## src/rtl/parking_count_sequencer_pkg.sv

```systemverilog
// Shared encodings and the full-adder cell function for the parking occupancy
// counter.
package parking_count_sequencer_pkg;

  localparam logic [1:0] ST_IDLE = 2'b00;
  localparam logic [1:0] ST_ADD  = 2'b01;
  localparam logic [1:0] ST_DONE = 2'b10;

  localparam logic OP_ENTER = 1'b0;
  localparam logic OP_EXIT  = 1'b1;

  // Returns {carry_out, sum}.
  function automatic logic [1:0] full_adder(input logic a, input logic b, input logic cin);
    return {(a & b) | (a & cin) | (b & cin), a ^ b ^ cin};
  endfunction

  // An exit adds all-ones (-1); an enter adds +1, so only bit 0 is set.
  function automatic logic operand_bit(input logic op, input logic first_bit);
    return (op == OP_EXIT) ? 1'b1 : first_bit;
  endfunction

endpackage

```

## src/rtl/parking_count_sequencer_if.sv

```systemverilog
// Gate-side request/acknowledge handshake plus occupancy status for the
// parking counter.
interface parking_count_sequencer_if #(
  parameter int unsigned WIDTH = 8
);
  logic             enter_req;
  logic             exit_req;
  logic             enter_ack;
  logic             exit_ack;
  logic             enter_deny;
  logic             exit_deny;
  logic [WIDTH-1:0] count;
  logic             full;
  logic             empty;
  logic             busy;

  modport master (
    output enter_req, exit_req,
    input  enter_ack, exit_ack, enter_deny, exit_deny, count, full, empty, busy
  );

  modport slave (
    input  enter_req, exit_req,
    output enter_ack, exit_ack, enter_deny, exit_deny, count, full, empty, busy
  );
endinterface

```

## src/rtl/serial_add_step.sv

```systemverilog
// One bit-serial addition step: full-adder cell plus its carry flop.
// clear zeroes the carry; en lets the carry follow the cell's carry-out.
module serial_add_step
  import parking_count_sequencer_pkg::*;
(
  input  logic clk,
  input  logic reset_n,
  input  logic clear,
  input  logic en,
  input  logic a_bit,
  input  logic b_bit,
  output logic sum_bit
);
  logic carry_q, carry_d;
  logic cout;

  always_comb begin
    {cout, sum_bit} = full_adder(a_bit, b_bit, carry_q);
  end

  always_comb begin
    carry_d = carry_q;
    if (clear)   carry_d = 1'b0;
    else if (en) carry_d = cout;
  end

  always_ff @(posedge clk or negedge reset_n) begin
    if (!reset_n) carry_q <= 1'b0;
    else          carry_q <= carry_d;
  end
endmodule

```

## src/rtl/parking_count_sequencer.sv

```systemverilog
// Parking-lot occupancy counter: arbitrates entry/exit gate requests and
// applies each +1/-1 update bit-serially through one shared adder cell.
module parking_count_sequencer
  import parking_count_sequencer_pkg::*;
#(
  parameter int unsigned WIDTH    = 8,
  parameter int unsigned CAPACITY = 200
) (
  input  logic                      clk,
  input  logic                      reset_n,
  parking_count_sequencer_if.slave  bus
);
  localparam int unsigned IW = (WIDTH > 1) ? $clog2(WIDTH) : 1;
  localparam logic [WIDTH-1:0] CAP  = WIDTH'(CAPACITY);
  localparam logic [IW-1:0]    LAST = IW'(WIDTH - 1);

  if (CAPACITY < 1 || 64'(CAPACITY) > ((64'(1) << WIDTH) - 64'(1))) begin : g_bad_capacity
    $error("parking_count_sequencer: CAPACITY out of range for WIDTH");
  end

  logic [1:0]       state_q, state_d;
  logic             op_q, op_d;
  logic             ptr_q, ptr_d;
  logic [WIDTH-1:0] shift_q, shift_d;
  logic [IW-1:0]    idx_q, idx_d;
  logic [WIDTH-1:0] count_q, count_d;

  logic             full, empty;
  logic             elig_enter, elig_exit;
  logic             add_clear, add_en, sum_bit;
  logic             enter_ack, exit_ack, enter_deny, exit_deny;
  logic [WIDTH:0]   shifted;

  assign full       = (count_q == CAP);
  assign empty      = (count_q == '0);
  assign elig_enter = bus.enter_req & ~full;
  assign elig_exit  = bus.exit_req  & ~empty;
  assign shifted    = {sum_bit, shift_q};

  serial_add_step u_step (
    .clk     (clk),
    .reset_n (reset_n),
    .clear   (add_clear),
    .en      (add_en),
    .a_bit   (shift_q[0]),
    .b_bit   (operand_bit(op_q, idx_q == '0)),
    .sum_bit (sum_bit)
  );

  always_comb begin
    state_d    = state_q;
    op_d       = op_q;
    ptr_d      = ptr_q;
    shift_d    = shift_q;
    idx_d      = idx_q;
    count_d    = count_q;
    add_clear  = 1'b0;
    add_en     = 1'b0;
    enter_ack  = 1'b0;
    exit_ack   = 1'b0;
    enter_deny = 1'b0;
    exit_deny  = 1'b0;

    case (state_q)
      ST_IDLE: begin
        if (elig_enter || elig_exit) begin
          // Pointer only moves on contested grants; a lone requester leaves it alone.
          if (elig_enter && elig_exit) begin
            op_d  = ptr_q;
            ptr_d = (ptr_q == OP_ENTER) ? OP_EXIT : OP_ENTER;
          end else begin
            op_d = elig_exit ? OP_EXIT : OP_ENTER;
          end
          shift_d   = count_q;
          idx_d     = '0;
          add_clear = 1'b1;
          state_d   = ST_ADD;
        end else if (bus.enter_req) begin
          enter_ack  = 1'b1;
          enter_deny = 1'b1;
        end else if (bus.exit_req) begin
          exit_ack  = 1'b1;
          exit_deny = 1'b1;
        end
      end

      ST_ADD: begin
        add_en  = 1'b1;
        shift_d = shifted[WIDTH:1];
        idx_d   = idx_q + IW'(1);
        if (idx_q == LAST) begin
          count_d = shifted[WIDTH:1];
          state_d = ST_DONE;
        end
      end

      ST_DONE: begin
        enter_ack = (op_q == OP_ENTER);
        exit_ack  = (op_q == OP_EXIT);
        state_d   = ST_IDLE;
      end

      default: state_d = ST_IDLE;
    endcase
  end

  always_ff @(posedge clk or negedge reset_n) begin
    if (!reset_n) begin
      state_q <= ST_IDLE;
      op_q    <= OP_ENTER;
      ptr_q   <= OP_ENTER;
      shift_q <= '0;
      idx_q   <= '0;
      count_q <= '0;
    end else begin
      state_q <= state_d;
      op_q    <= op_d;
      ptr_q   <= ptr_d;
      shift_q <= shift_d;
      idx_q   <= idx_d;
      count_q <= count_d;
    end
  end

  assign bus.enter_ack  = enter_ack;
  assign bus.exit_ack   = exit_ack;
  assign bus.enter_deny = enter_deny;
  assign bus.exit_deny  = exit_deny;
  assign bus.count      = count_q;
  assign bus.full       = full;
  assign bus.empty      = empty;
  assign bus.busy       = (state_q == ST_ADD) || (state_q == ST_DONE);
endmodule

```

## src/flat_wrapper.sv

```systemverilog
// flat-port wrapper written by rule: the top's interface ports become plain ports
module parking_count_sequencer_flat import parking_count_sequencer_pkg::*;
#(
  parameter int unsigned WIDTH    = 8,
  parameter int unsigned CAPACITY = 200
)
  (clk, reset_n, bus_enter_req, bus_exit_req, bus_enter_ack, bus_exit_ack, bus_enter_deny, bus_exit_deny, bus_count, bus_full, bus_empty, bus_busy);
  parking_count_sequencer_if #(.WIDTH(WIDTH)) bus_i ();
  input  logic clk;
  input  logic reset_n;
  input wire logic [$bits(bus_i.enter_req)-1:0] bus_enter_req;
  input wire logic [$bits(bus_i.exit_req)-1:0] bus_exit_req;
  output wire logic [$bits(bus_i.enter_ack)-1:0] bus_enter_ack;
  output wire logic [$bits(bus_i.exit_ack)-1:0] bus_exit_ack;
  output wire logic [$bits(bus_i.enter_deny)-1:0] bus_enter_deny;
  output wire logic [$bits(bus_i.exit_deny)-1:0] bus_exit_deny;
  output wire logic [$bits(bus_i.count)-1:0] bus_count;
  output wire logic [$bits(bus_i.full)-1:0] bus_full;
  output wire logic [$bits(bus_i.empty)-1:0] bus_empty;
  output wire logic [$bits(bus_i.busy)-1:0] bus_busy;
  assign bus_i.enter_req = bus_enter_req;
  assign bus_i.exit_req = bus_exit_req;
  assign bus_enter_ack = bus_i.enter_ack;
  assign bus_exit_ack = bus_i.exit_ack;
  assign bus_enter_deny = bus_i.enter_deny;
  assign bus_exit_deny = bus_i.exit_deny;
  assign bus_count = bus_i.count;
  assign bus_full = bus_i.full;
  assign bus_empty = bus_i.empty;
  assign bus_busy = bus_i.busy;
  parking_count_sequencer #(.WIDTH(WIDTH), .CAPACITY(CAPACITY)) u_core (.clk(clk), .reset_n(reset_n), .bus(bus_i));
endmodule
```

## config.mk

```make
export PLATFORM = sky130hd
export DESIGN_NAME = parking_count_sequencer_flat
export DESIGN_NICKNAME = d
export VERILOG_FILES = /design/src/rtl/parking_count_sequencer_pkg.sv /design/src/rtl/parking_count_sequencer_if.sv /design/src/rtl/serial_add_step.sv /design/src/rtl/parking_count_sequencer.sv /design/src/flat_wrapper.sv
export SDC_FILE = /design/constraint.sdc
export NUM_CORES = 1
export LEC_CHECK = 0
export CAP_MARGIN = 10
export CORE_UTILIZATION = 35
export CTS_BUF_LIST = sky130_fd_sc_hd__clkbuf_8
export CTS_CLUSTER_SIZE = 28
export DETAILED_ROUTE_END_ITERATION = 12
export MAX_ROUTING_LAYER = met4
export PLACE_DENSITY = 0.63
export SLEW_MARGIN = 5
export SYNTH_ARGS = -nofsm -noshare
export SYNTH_HDL_FRONTEND = slang
export SYNTH_HIERARCHICAL = 1
export SYNTH_SLANG_ARGS = --single-unit
```

## constraint.sdc

```tcl
create_clock -name clk -period 3.65 [get_ports clk]
set_input_delay 0.365 -clock clk [delete_from_list [all_inputs] [get_ports clk]]
set_output_delay 0.365 -clock clk [all_outputs]
set_load 0.01 [all_outputs]
```

**Run 1: clock distribution**

(6 px per micron)
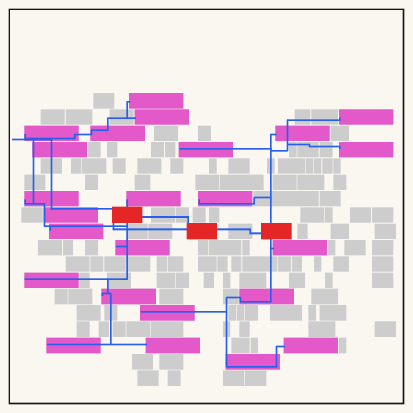
clock wires: marked blue, length 328 microns. clock-net drivers: marked red, count 3. flip-flops: marked magenta, count 24.
There are 4 routed clock nets.

**Run 1: signal metal coverage by tile**

(6 px per micron) The die is cut into 13 by 13 equal tiles; white is low, dark blue is high, scaled to the fullest tile. Values are wire area over tile area, all layers added.
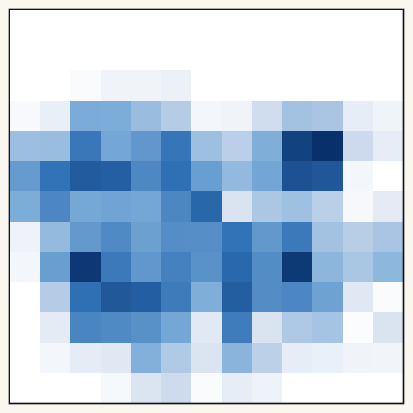
The fullest tile reaches 0.40. 28% of the tiles are nearly empty. The mean over all tiles is 0.12. 31% of the tiles are over half the peak.

**Run 1: selected gate families**

(8 px per micron)
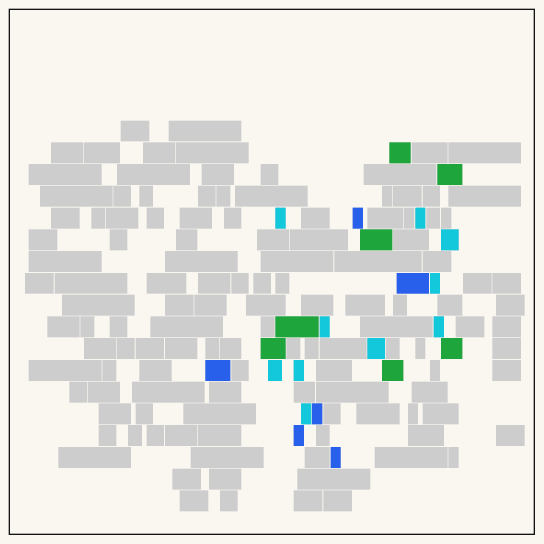
nor cells: marked cyan, cells 10, most used nor2_1. non-inverting ao/oa cells: marked green, cells 7, most used a21o_1. nand cells: marked blue, cells 6, most used nand2_1.

## run 1: per-layer routing
metal / share of wire (%) / GRT usage (%) / vias up
li1: - / - / 522
met1: 48 / 23.20 / 546
met2: 45 / 25.26 / 35
met3: 6.3 / 5.556 / 4
met4: 1.1 / 2.989 / 0
met5: 0 / - / -
## run 1: cells by family after synthesis
| logic type | Yosys count | share of synthesized area, % |
|---|---|---|
| and+or+nand+nor | 21 | 8.792 |
| DFF | 24 | 42.63 |
| adders and majority gates | 7 | 6.749 |
| buffers and inverters | 14 | 4.707 |
| AOI/OAI and AO/OA | 43 | 21.58 |
| xor gates and xnor gates | 1 | 0.6218 |
| muxes | 19 | 14.92 |
## run 1: how the worst max path moves through the flow
stage | to | slack (ns) | depth (start not counted)
5_1_grt | bus_enter_deny | 0.69 | 6
3_3_place_gp | bus_enter_deny | 1.12 | 6
2_1_floorplan | bus_enter_deny | 1.49 | 6
3_5_place_dp | bus_enter_deny | 1.10 | 6
6_report | bus_enter_deny | 0.80 | 6
4_1_cts | bus_enter_deny | 0.79 | 6
## run 1: synth_stat cells, types with 2 or more instances
library cell and number:
ha_1 6, nor2_1 7, dfrtp_1 24, o21ai_0 3, inv_1 7, nand2_1 4, clkbuf_1 2, a21o_1 2
mux2i_1 3, a21oi_1 12, o22ai_1 16, buf_2 2, nor2b_1 2, mux2_2 16
## run 1: registers in the layout (all words and copies together), names as in the netlist
register and flops:
u_core/bus.count 8, u_core/shift_q 8, u_core/idx_q 3, u_core/state_q 2, u_core/op_q 1, u_core/ptr_q 1
u_core/u_step/carry_q 1
## run 1: worst reg2reg max path: stages, from the launching register on
cell	delay, ns
dfrtp_1	0.41
inv_1	0.12
ha_1	0.71
nand2_1	0.49
mux2_2	0.41
==> results_slide.txt, run 1 <==
Run Summary

Status
  – Outcome: completed

Synth
  – Biggest area cells: dfrtp_1 (43%), mux2_2 (13%), o22ai_1 (7.1%)
  – Syn nets: 140

Setup path
  – Max stage delay on crit path: roughly 0.59 ns
  – Crit path capture type: primary output
  – RR Startpoint: u_core/state_q[1]$_DFFE_PN0P_
  – R2R Path End: u_core/bus.count[4]$_DFFE_PN0P_
  – Launch point of the worst path: u_core/bus.count[0]$_DFFE_PN0P_
  – Critical Path Slowest Stage Cell: or4_4

Global routing
  – First-pass GRT wire length: roughly 5400 microns
  – Number of global-route vias before repair: 1101
  – Antenna violations before repair: 0

CTS
  – Hold Buf Count CTS: 0

Power and ir drop
  – Combinational Power Share: ~57%
  – Sw frac: between 40% and 50%
  – PwrDens: 1054 mW/mm^2

Placed design
  – Port Buf Inserts: 18

Timing
  – Post-layout period usage of the worst path: roughly 80%
  – Max Freq: ~350 MHz

Route
  – Detailed-router iteration count before antenna repair: 4

Finish
  – Clock-cell share: under 10%
  – Final Util: 45.36%

Job
  – Max Cap Viol: 0
**Run 1: routing congestion map**

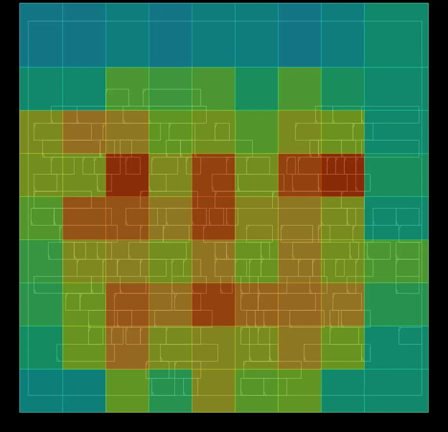

==> run 1 -> run 2 <==
==> constraint.sdc (replaced) <==
create_clock -name clk -period 2.8 [get_ports clk]
set_input_delay 0.28 -clock clk [delete_from_list [all_inputs] [get_ports clk]]
set_output_delay 0.28 -clock clk [all_outputs]
set_load 0.01 [all_outputs]
**Run 2: routing congestion map**

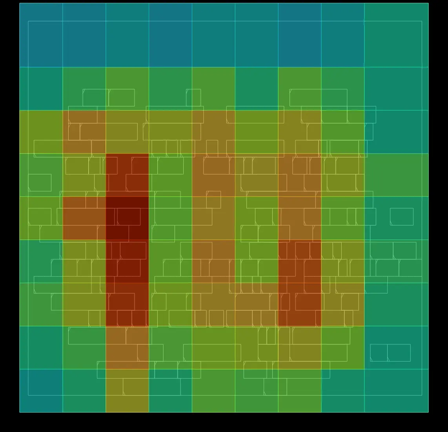
grt met3 use: 3.993%
grt met2 use: 25.64%
gr usage total: 16.55%
Final Util: 45.32%
WL per Instance: 16.16 microns

==> results_slide.txt, run 2 <==
Run Summary

Status
  – Outcome: completed (unchanged)

Power and ir drop
  – PwrDens: 1373 mW/mm^2 (was 1054 mW/mm^2)
  – Sw frac: 40.78% (was 41.05%)

Global routing
  – Met1 GRT Util: 21.88% (was 23.20%)
  – Antenna violations before repair: 0 (unchanged)
  – GR peak layer: met2 (unchanged)
  – Number of global-route vias before repair: 1070 (was 1101)

Job
  – Max Cap Viol: 0 (unchanged)

Setup path
  – Critical Path Slowest Stage Cell: or4_1 (was or4_4)
  – Critical Path Start Type: flop (unchanged)
  – RR Startpoint: u_core/bus.count[1]$_DFFE_PN0P_ (was u_core/state_q[1]$_DFFE_PN0P_)
  – Crit path capture type: primary output (unchanged)
  – R2R Path End: u_core/shift_q[4]$_DFFE_PN0P_ (was u_core/bus.count[4]$_DFFE_PN0P_)

Timing
  – Max Freq: ~380 MHz
  – Final worst path period need: 2.651 ns
  – Post-layout period usage of the worst path: a little over nine tenths
  – Layout Skew: 0.007752 ns (was 0.003562 ns)

Finish
  – Clock-cell share: 4.173% (was 4.170%)

Synth
  – Syn nets: 140 (unchanged)
  – Most common cell in the netlist: dfrtp_1 (unchanged)
  – Synth top cells by count: dfrtp_1 (24), mux2_2 (16), o22ai_1 (16) (unchanged)

Placed design
  – Port Buf Inserts: 18 (unchanged)

Die
  – Die height: 65.45 microns (unchanged)
**Run 2: clock distribution**

(6 px per micron)
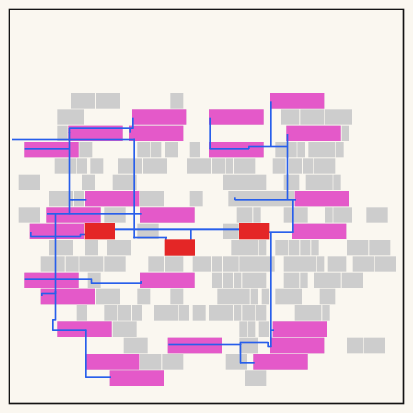
worst skew pair latency: 0.27 ns
Clk pwr share: 12.9%

-- run 2: cell counts after synthesis --
No cell type changed its count.
-- run 2: worst max-delay path by stage --
stage / from / to / slack, ns / cells after the start
after global routing: u_core/bus.count[0]$_DFFE_PN0P_ / bus_enter_ack / 0.04 / 5
after CTS: u_core/bus.count[1]$_DFFE_PN0P_ / bus_enter_ack / 0.11 / 5
after global placement: u_core/bus.count[0]$_DFFE_PN0P_ / bus_enter_deny / 0.33 / 6
final: u_core/bus.count[1]$_DFFE_PN0P_ / bus_exit_ack / 0.15 / 5
after detailed placement: u_core/bus.count[0]$_DFFE_PN0P_ / bus_enter_deny / 0.30 / 6
after floorplan: u_core/bus.count[0]$_DFFE_PN0P_ / bus_enter_deny / 0.72 / 6
-- run 2: layer usage --
layer / routed length, microns / vias up
met3: 137 / 4
met2: 1462 / 30
met4: 30 / 0
met5: 0 / -
met1: 1536 / 538
li1: - / 515
-- run 2: cells by family (layout without fill, tap and decap cells) --
kind of cell | count (synthesis) | after routing | synth area share, %
DFF | 24 | 24 | 42.63
AOI/OAI and AO/OA | 43 | 43 | 21.58
xor gates and xnor gates | 1 | 1 | 0.6218
and+or+nand+nor | 21 | 21 | 8.792
adders and majority gates | 7 | 7 | 6.749
buffers and inverters | 14 | 33 | 4.707
muxes | 19 | 19 | 14.92
-- run 2: timing repair --
action / 4_1_cts / 5_1_grt
endpoints found under the hold margin: 0 / 0
gates resized: 1 / 1
endpoints found under the setup margin: 1 / 1
hold buffers: 0 / 0
-- run 2: power by group through the flow --
stage	combinational (mW)	sequential, mW	clock (mW)
6_report	1.34	0.706	0.302
3_3_place_gp	1.29	0.694	0
4_1_cts	1.33	0.704	0.310
2_1_floorplan	0.945	0.683	0
3_5_place_dp	1.31	0.708	0
5_1_grt	1.46	0.734	0.327
Power and IR drop assume default switching activity.
